[src/rtl/boot_pkg.sv]
// boot_pkg: shared loader state encoding and frame constants
package boot_pkg;
  typedef enum logic [2:0] {IDLE, LEN_HI, LEN_LO, DATA, CSUM, DONE, ERROR} boot_state_t;
  localparam int BOOT_ADDR_W = 13;
  localparam int BOOT_DATA_W = 8;
  localparam logic [7:0] BOOT_SYNC = 8'hA5;
  localparam logic [12:0] BOOT_MAX_LEN = 13'h1FFF;
endpackage

[src/rtl/boot_loader_if.sv]
// boot_loader_if: byte stream, memory write port and CPU control of the boot loader
interface boot_loader_if import boot_pkg::*; #(
  parameter int ADDR_W = BOOT_ADDR_W,
  parameter int DATA_W = BOOT_DATA_W
) ();
  logic boot_start;
  logic rx_valid;
  logic [DATA_W-1:0] rx_data;
  logic rx_ready;
  logic [ADDR_W-1:0] mem_addr;
  logic [DATA_W-1:0] mem_wdata;
  logic mem_wr;
  logic mem_sel;
  logic cpu_rst_n;
  logic load_busy;
  logic load_err;
  modport master (
    input boot_start, rx_valid, rx_data,
    output rx_ready, mem_addr, mem_wdata, mem_wr, mem_sel, cpu_rst_n, load_busy, load_err
  );
  modport slave (
    output boot_start, rx_valid, rx_data,
    input rx_ready, mem_addr, mem_wdata, mem_wr, mem_sel, cpu_rst_n, load_busy, load_err
  );
endinterface

[src/rtl/boot_wr_strobe.sv]
// boot_wr_strobe: loadable down-counter producing the WR_CYCLES-long mem_wr pulse
module boot_wr_strobe #(
  parameter int WR_CYCLES = 1
) (
  input  logic clk,
  input  logic reset,
  input  logic load,
  input  logic abort,
  output logic wr,
  output logic done
);
  logic [3:0] cnt;
  always_ff @(posedge clk or negedge reset)
    if (!reset) cnt <= '0;
    else cnt <= abort ? 4'd0 : load ? 4'(WR_CYCLES) : (cnt != 4'd0) ? cnt - 4'd1 : cnt;
  assign wr = cnt != 4'd0;
  assign done = cnt == 4'd1;
endmodule

[src/rtl/boot_loader.sv]
// boot_loader: framed image loader holding the CPU in reset; BOOT_TIMEOUT_EN adds an inter-byte timeout
module boot_loader import boot_pkg::*; #(
  parameter int ADDR_W = BOOT_ADDR_W,
  parameter int DATA_W = BOOT_DATA_W,
  parameter logic [DATA_W-1:0] SYNC_BYTE = BOOT_SYNC,
  parameter int WR_CYCLES = 1,
  parameter int TIMEOUT_CYCLES = 65535
) (
  input logic clk,
  input logic reset,
  boot_loader_if.master bus
);
  boot_state_t state;
  logic [ADDR_W-1:0] len, addr_cnt;
  logic [DATA_W-1:0] csum;
  logic xfer, wr_load, wr_done, wr_busy, tmo;
  assign xfer = bus.rx_valid & bus.rx_ready;
  assign wr_load = xfer & (state == DATA) & ~bus.boot_start;
  assign bus.mem_wr = wr_busy;
  boot_wr_strobe #(.WR_CYCLES(WR_CYCLES)) u_strobe (
    .clk(clk), .reset(reset), .load(wr_load), .abort(bus.boot_start), .wr(wr_busy), .done(wr_done)
  );
`ifdef BOOT_TIMEOUT_EN
  logic [15:0] tcnt;
  // every state entry into a counted state coincides with a transfer or a write, so those clears cover entry
  always_ff @(posedge clk or negedge reset)
    if (!reset) tcnt <= '0;
    else if (bus.boot_start | xfer | wr_busy | !(state inside {LEN_HI, LEN_LO, DATA, CSUM})) tcnt <= '0;
    else if (!tmo) tcnt <= tcnt + 16'd1;
  assign tmo = tcnt == 16'(TIMEOUT_CYCLES);
`else
  assign tmo = 1'b0;
`endif
  always_ff @(posedge clk or negedge reset)
    if (!reset) begin
      state <= IDLE;
      bus.rx_ready <= 1'b0;
      bus.mem_addr <= '0;
      bus.mem_wdata <= '0;
      bus.mem_sel <= 1'b1;
      bus.cpu_rst_n <= 1'b0;
      bus.load_busy <= 1'b0;
      bus.load_err <= 1'b0;
      len <= '0;
      addr_cnt <= '0;
      csum <= '0;
    end else if (bus.boot_start) begin
      state <= IDLE;
      bus.rx_ready <= 1'b1;
      bus.mem_sel <= 1'b1;
      bus.cpu_rst_n <= 1'b0;
      bus.load_busy <= 1'b0;
      bus.load_err <= 1'b0;
    end else if (tmo) begin
      state <= ERROR;
      bus.rx_ready <= 1'b0;
      bus.load_busy <= 1'b0;
      bus.load_err <= 1'b1;
    end else begin
      case (state)
        IDLE: begin
          bus.rx_ready <= 1'b1;
          if (xfer && bus.rx_data == SYNC_BYTE) begin
            state <= LEN_HI;
            bus.load_busy <= 1'b1;
          end
        end
        LEN_HI: if (xfer) begin
          len <= {bus.rx_data[ADDR_W-DATA_W-1:0], len[DATA_W-1:0]};
          if (|bus.rx_data[DATA_W-1:ADDR_W-DATA_W]) begin
            state <= ERROR;
            bus.rx_ready <= 1'b0;
            bus.load_busy <= 1'b0;
            bus.load_err <= 1'b1;
          end else state <= LEN_LO;
        end
        LEN_LO: if (xfer) begin
          len[DATA_W-1:0] <= bus.rx_data;
          csum <= '0;
          addr_cnt <= '0;
          state <= ({len[ADDR_W-1:DATA_W], bus.rx_data} == '0) ? CSUM : DATA;
        end
        DATA: if (xfer) begin
          bus.mem_wdata <= bus.rx_data;
          bus.mem_addr <= addr_cnt;
          csum <= csum + bus.rx_data;
          bus.rx_ready <= 1'b0;
        end else if (wr_done) begin
          bus.rx_ready <= 1'b1;
          addr_cnt <= addr_cnt + 1'b1;
          if (addr_cnt == len - 1'b1) state <= CSUM;
        end
        CSUM: if (xfer) begin
          bus.rx_ready <= 1'b0;
          bus.load_busy <= 1'b0;
          if (bus.rx_data == csum) begin
            state <= DONE;
            bus.mem_sel <= 1'b0;
            bus.cpu_rst_n <= 1'b1;
          end else begin
            state <= ERROR;
            bus.load_err <= 1'b1;
          end
        end
        DONE, ERROR: ;
        default: state <= IDLE;
      endcase
    end
endmodule

[src/flat_wrapper.sv]
// flat-port wrapper written by rule: the top's interface ports become plain ports
module boot_loader_flat import boot_pkg::*;
#(
  parameter int ADDR_W = BOOT_ADDR_W,
  parameter int DATA_W = BOOT_DATA_W,
  parameter logic [DATA_W-1:0] SYNC_BYTE = BOOT_SYNC,
  parameter int WR_CYCLES = 1,
  parameter int TIMEOUT_CYCLES = 65535
)
  (clk, reset, bus_boot_start, bus_rx_valid, bus_rx_data, bus_rx_ready, bus_mem_addr, bus_mem_wdata, bus_mem_wr, bus_mem_sel, bus_cpu_rst_n, bus_load_busy, bus_load_err);
  boot_loader_if #(.ADDR_W(ADDR_W), .DATA_W(DATA_W)) bus_i ();
  input logic clk;
  input logic reset;
  input wire logic [$bits(bus_i.boot_start)-1:0] bus_boot_start;
  input wire logic [$bits(bus_i.rx_valid)-1:0] bus_rx_valid;
  input wire logic [$bits(bus_i.rx_data)-1:0] bus_rx_data;
  output wire logic [$bits(bus_i.rx_ready)-1:0] bus_rx_ready;
  output wire logic [$bits(bus_i.mem_addr)-1:0] bus_mem_addr;
  output wire logic [$bits(bus_i.mem_wdata)-1:0] bus_mem_wdata;
  output wire logic [$bits(bus_i.mem_wr)-1:0] bus_mem_wr;
  output wire logic [$bits(bus_i.mem_sel)-1:0] bus_mem_sel;
  output wire logic [$bits(bus_i.cpu_rst_n)-1:0] bus_cpu_rst_n;
  output wire logic [$bits(bus_i.load_busy)-1:0] bus_load_busy;
  output wire logic [$bits(bus_i.load_err)-1:0] bus_load_err;
  assign bus_i.boot_start = bus_boot_start;
  assign bus_i.rx_valid = bus_rx_valid;
  assign bus_i.rx_data = bus_rx_data;
  assign bus_rx_ready = bus_i.rx_ready;
  assign bus_mem_addr = bus_i.mem_addr;
  assign bus_mem_wdata = bus_i.mem_wdata;
  assign bus_mem_wr = bus_i.mem_wr;
  assign bus_mem_sel = bus_i.mem_sel;
  assign bus_cpu_rst_n = bus_i.cpu_rst_n;
  assign bus_load_busy = bus_i.load_busy;
  assign bus_load_err = bus_i.load_err;
  boot_loader #(.ADDR_W(ADDR_W), .DATA_W(DATA_W), .SYNC_BYTE(SYNC_BYTE), .WR_CYCLES(WR_CYCLES), .TIMEOUT_CYCLES(TIMEOUT_CYCLES)) u_core (.clk(clk), .reset(reset), .bus(bus_i));
endmodule
[config.mk]
export PLATFORM = sky130hd
export DESIGN_NAME = boot_loader_flat
export DESIGN_NICKNAME = d
export VERILOG_FILES = /design/src/rtl/boot_pkg.sv /design/src/rtl/boot_loader_if.sv /design/src/rtl/boot_wr_strobe.sv /design/src/rtl/boot_loader.sv /design/src/flat_wrapper.sv
export SDC_FILE = /design/constraint.sdc
export NUM_CORES = 1
export LEC_CHECK = 0
export CORE_MARGIN = 3
export CORE_UTILIZATION = 57
export CTS_CLUSTER_SIZE = 10
export DETAILED_ROUTE_END_ITERATION = 12
export GPL_TIMING_DRIVEN = 1
export PLACE_DENSITY = 0.8
export SLEW_MARGIN = 20
export SYNTH_ARGS = -nofsm -noshare
export SYNTH_HDL_FRONTEND = slang
export SYNTH_SLANG_ARGS = --single-unit
[constraint.sdc]
create_clock -name clk -period 3 [get_ports clk]
set_input_delay 0.9 -clock clk [delete_from_list [all_inputs] [get_ports clk]]
set_output_delay 0.9 -clock clk [all_outputs]
set_load 0.005 [all_outputs]
Fig. 1: run 1, wire density map
18 x 18 tiles, from white (low) to dark blue (high), scaled to the fullest tile. Values are wire area over tile area, all layers added.
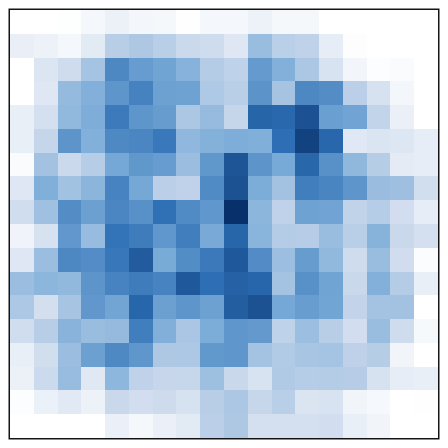
nearly empty tiles: 9.6%
tiles over half the peak: 30%
densest ninth of the die: center

Fig. 2: run 1, zoomed window
The bar under the picture is 5 um long. Window x 34 to 54, y 51 to 71 um. Cells in gray, sequential cells in the stronger gray; small squares are vias.
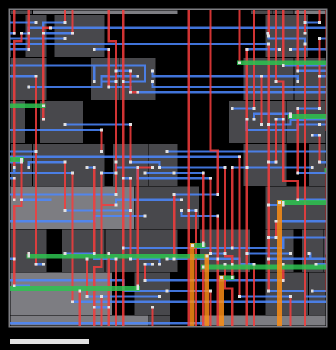
[red] metal 2
[blue] metal 1
[green] metal 3
[orange] metal 4
most frequent: buf_4 (6)
sequential cells in the window: 2
cells with their middle in the window: 28
netlist names of flops here include: u_core.csum (1), u_core.len (1)

Fig. 3: run 1, I/O pins on the die edge
The bar under the picture is 20 um long. Pins as bars across the die edge, other pins in gray.
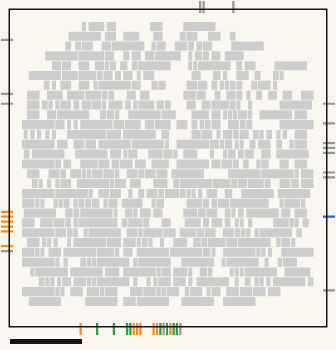
[orange] bus_mem_addr | pins: 13 | direction: output | edge: 7 south, 6 west
[green] bus_mem_wdata | pins: 8 | direction: output | edge: south
[blue] bus_mem_wr | pins: 1 | direction: output | edge: east
all pins by edge: 17 south, 10 west, 9 east, 3 north

Fig. 4: run 1, clock routing
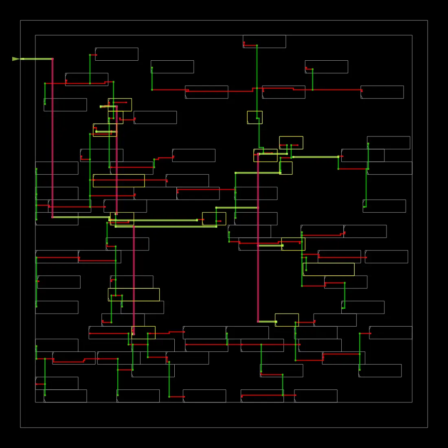
Clk power: 0.000912 W
# clk buffers: 9

==> run 1: final cells by class <==
type                    count  area share
well taps                  77      0.0205
clock inverters             6      0.0245
clock buffers               9      0.0263
flip-flops and latches     67       0.357
repair buffers             72       0.139
inverters                  18      0.0144
multi-input cells         320       0.418
==> run 1: power by group <==
part           internal (W)  switching (W)  leakage, nW
logic              0.000817       0.000812         1.11
registers           0.00114       0.000297        0.881
clock network      0.000550       0.000362        0.115
total               0.00251        0.00147         2.10
==> run 1: critical path, delay by kind of cell <==
kind	cells	cell delay, ps
and+or+nand+nor	1	330
buffers and inverters	2	660
AOI/OAI and AO/OA	4	770
adders and majority gates	1	360
==> run 1: per-stage QoR <==
step | power (W) | instances | setup TNS, ps
after global routing | 0.00424 | 569 | 0
after global placement | 0.00299 | 554 | -100
after floorplan | 0.00247 | 419 | 0
after detailed placement | 0.00304 | 554 | -151
after CTS | 0.00397 | 569 | 0
final | 0.00398 | 569 | 0
==> run 1: layer usage <==
metal  part of all wire  track usage  up-vias
met4              0.031        0.132        0
met1               0.44        0.383     1640
li1                   -            -     1605
met3              0.054       0.0454       23
met5                  0            0        -
met2               0.47        0.452      109
==> run 1: layout by cell type, fill, tap and decap left out, drive strengths merged, types with 4 or more instances in the layout <==
| cell type | n |
|---|---|
| clkdlybuf4s50 | 37 |
| nor2 | 31 |
| dfrtp | 66 |
| a31oi | 5 |
| nor4 | 7 |
| o21ai | 26 |
| or3 | 4 |
| a21oi | 23 |
| nand2 | 87 |
| or4 | 5 |
| xnor2 | 21 |
| xor2 | 11 |
| inv | 18 |
| buf | 35 |
| mux2 | 11 |
| clkbuf | 9 |
| nand3 | 10 |
| ha | 11 |
| nor3 | 18 |
| a211oi | 5 |
==> results.cfg, run 1 <==
; physical design summary
[status]
outcome = completed

[detailed_routing]
final_antenna_net_count = 0
drt_iter0_drc = 192
num_vias = 3377
viasPerCell = 5.93
drc = 0

[placed_design]
place_ws_ps = -66.2
hpwl_um = 7310

[timing]
grt_setup_unrepaired = false
holdWs_ps = 445
relSlewSlack = 0.528
fin_skew_ps = 5.23
hold_viol = 0
fin_crit_ps = 2750
setup_viol = 0

[synthesis]
ys_chip_area_sq_mm = 0.00379
logic_family = simple AND/OR/NAND/NOR gates
adder_share = 0.0416
synth-cells-yosys = 419
topCellsByArea = dfrtp_1, nand2_1, xnor2_1
ys_seq_frac = 0.443
yosys.area_share.xor_xnor = 0.0740
edf_count = 0
syn_avg_cell_area_sq_um = 9.04
top_area_frac = 0.436
most_common_cell = nand2_1
syn-num-nets = 443
ys_sh_mux = 0.0327
ys_async_sr_fraction = 1.00
top_area_cell = dfrtp_1
postSynthCellCount = 419

[grt]
grt_pass1_wl_um = 16900
antenna_found_initial = 0
track_usage = 0.285

[worst_setup_path]
cp.arrival_ps = 3020
cp-endpoint = u_core.state[0]
slowest_delay_ps = 490
startpoint = bus_rx_data[4]
crit_type = in2reg
rr_worst_depth = 8
crit_required_ps = 3270
r2r-end = u_core.state[1]
worstPathCellList = clkdlybuf4s50_1 > ha_1 > nor4_1 > buf_4 > a31oi_1 > o32a_1 > a31o_2 > a21oi_1
cp_slowest_cell = clkdlybuf4s50_1
crit_path_end_kind = flop

[floorplanning]
die_area_sq_mm = 0.00766
die_y_um = 87.5
fp_util = 0.593
core_sq_mm = 0.00639
pin_count = 39
die_width_um = 87.5
rows = 29

[clock_tree]
cts_root_buf = clkbuf_8
post_cts_buffers = 0
cts_hold_buf = 0
clock_latency_ps = 340
h-tree-depth = 3
cts.reportedPaths.clkPinSlew_ps = 80
clockBufferDepth = 2

[finish]
logic_area_sq_mm = 0.00197
area_growth_pct = 24.2
seqCellArea_sq_mm = 0.00168
final_core_util = 0.736
reg.largest.list = u_core.addr_cnt: 13 flops, u_core.bus.mem_addr: 13 flops, u_core.len: 13 flops

[power_and_ir_drop]
peakVddDrop_v = 0.000593
==> run 2, diff against run 1 <==
CORE_MARGIN = default   (was 3)
Fig. 5: run 2, clock routing
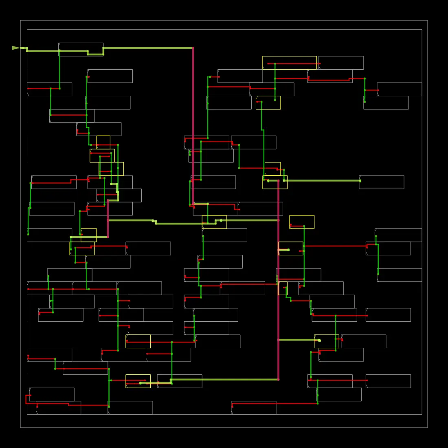
Num CTS Buffers: 9
CTS Sinks: 67
Skew-Pair Late Insertion Delay: 350 ps
Setup Skew: 9.10 ps
# clk buffers: 11

Fig. 6: run 2, zoomed window
The bar under the picture is 5 um long. Window x 32 to 52, y 48 to 68 um. Cells in gray, sequential cells in the stronger gray; small squares are vias.
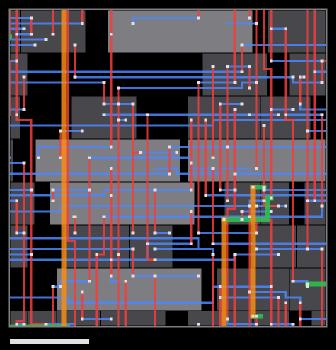
[red] metal 2
[orange] metal 4
[blue] metal 1
[green] metal 3
netlist names of flops here include: u_core.len (5)
most frequent: dfrtp_1 (5), mux2_2 (3), buf_4 (2)
sequential cells in the window: 5
cells with their middle in the window: 20

==> results.cfg, run 2 <==
; physical design summary
[power_and_ir_drop]
seq_power_w = 0.00145
switching_share = 0.385
p_int_w = 0.00236
p_comb_w = 0.00160
switchingPower_w = 0.00148
power_frac_comb = 0.416
top_power_group = combinational logic

[synthesis]
postSynthCellCount = 419
syn_avg_cell_area_sq_um = 9.04
syn-num-nets = 443
ys_chip_area_sq_mm = 0.00379
ys_async_sr_fraction = 1.00
most_common_cell = nand2_1
top_area_cell = dfrtp_1

[finish]
instances_no_fill = 561
reg.largest.list = u_core.addr_cnt: 13 flops, u_core.bus.mem_addr: 13 flops, u_core.len: 13 flops
area_growth_pct = 21.4

[worst_setup_path]
slowest_delay_ps = 480
cp.arrival_ps = 3110
crit_required_ps = 3280

[detailed_routing]
drt-met1-wl_um = 4190
viasPerCell = 6.09
met3WireLength_um = 483
drt_iter0_drc = 180
num_vias = 3416
top_layer = met4

[timing]
setup_viol = 0
fin_crit_ps = 2830
relSlewSlack = 0.437
fin_setup_tns_ps = 0
holdWs_ps = 462

[grt]
grt_pass1_wl_um = 16300
track_usage = 0.301
grt_use_met2 = 0.510
grt.busiest_layer = met2
antenna_found_initial = 0

[clock_tree]
clockBufferDepth = 2
cts_hold_buf = 0

[floorplanning]
die_width_um = 83.5
rows = 29
die_y_um = 83.5
pin_count = 39

[status]
outcome = completed
Fig. 7: run 2, gate-type map
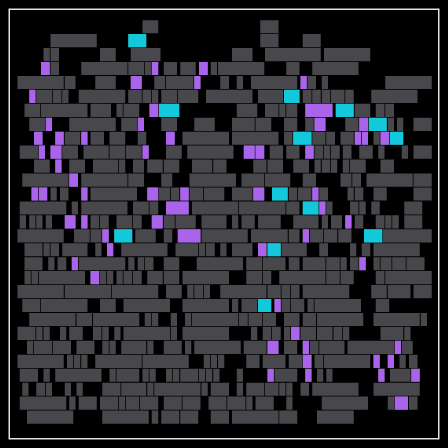
[purple] NOR gates | cells: 62 | where: spread over the die
[cyan] AND-OR and OR-AND gates | cells: 13

-- run 2: cell counts after synthesis --
Identical to the previous run, type by type.
-- run 2: layout make-up --
cell class | count | area, sq um
clock buffers | 11 | 151
clock inverters | 5 | 60.1
multi-input cells | 320 | 1970
flip-flops and latches | 67 | 1680
fillers | 493 | 1790
inverters | 18 | 67.6
well taps | 77 | 96.3
repair buffers | 63 | 576
-- run 2: path summary, 6_finish.rpt --
path	end	from	cells past startpoint	slack [ps]
min in group asynchronous	u_core.csum[1]	reset	1	570
worst min-delay path	u_core.bus.mem_sel	u_core.bus.mem_sel	2	460
worst max register to register	u_core.state[1]	u_core.len[0]	8	530
max in group asynchronous	u_core.addr_cnt[11]	reset	2	1800
worst min register to register	u_core.bus.mem_sel	u_core.bus.mem_sel	2	460
worst max-delay path	u_core.csum[7]	bus_rx_data[1]	8	170
-- run 2: stage by stage --
stage	worst slack (ps)	utilization	area, sq um
after floorplan	492	-	3790
after global placement	-100	0.687	4380
after detailed placement	-176	0.687	4380
after CTS	198	0.720	4600
after global routing	57.4	0.720	4600
final	175	0.720	4600
-- run 2: critical path, delay by kind of cell --
family	cells	cell delay, ps
AND-OR/OR-AND	3	610
adder cells (fa/ha/maj)	1	360
buffers and inverters	1	480
AND/OR/NAND/NOR	3	760
-- run 2: cell families (layout without fill, tap and decap cells) --
kind of cell / Yosys count / after routing / share of synthesized area
simple gates: 179 / 179 / 0.223
flops: 67 / 67 / 0.443
fa+ha+maj: 12 / 12 / 0.0416
buf+inv: 32 / 97 / 0.0373
mux: 11 / 11 / 0.0327
xor+xnor: 32 / 32 / 0.0740
compound gates: 86 / 86 / 0.148
Power and IR drop assume default switching activity.
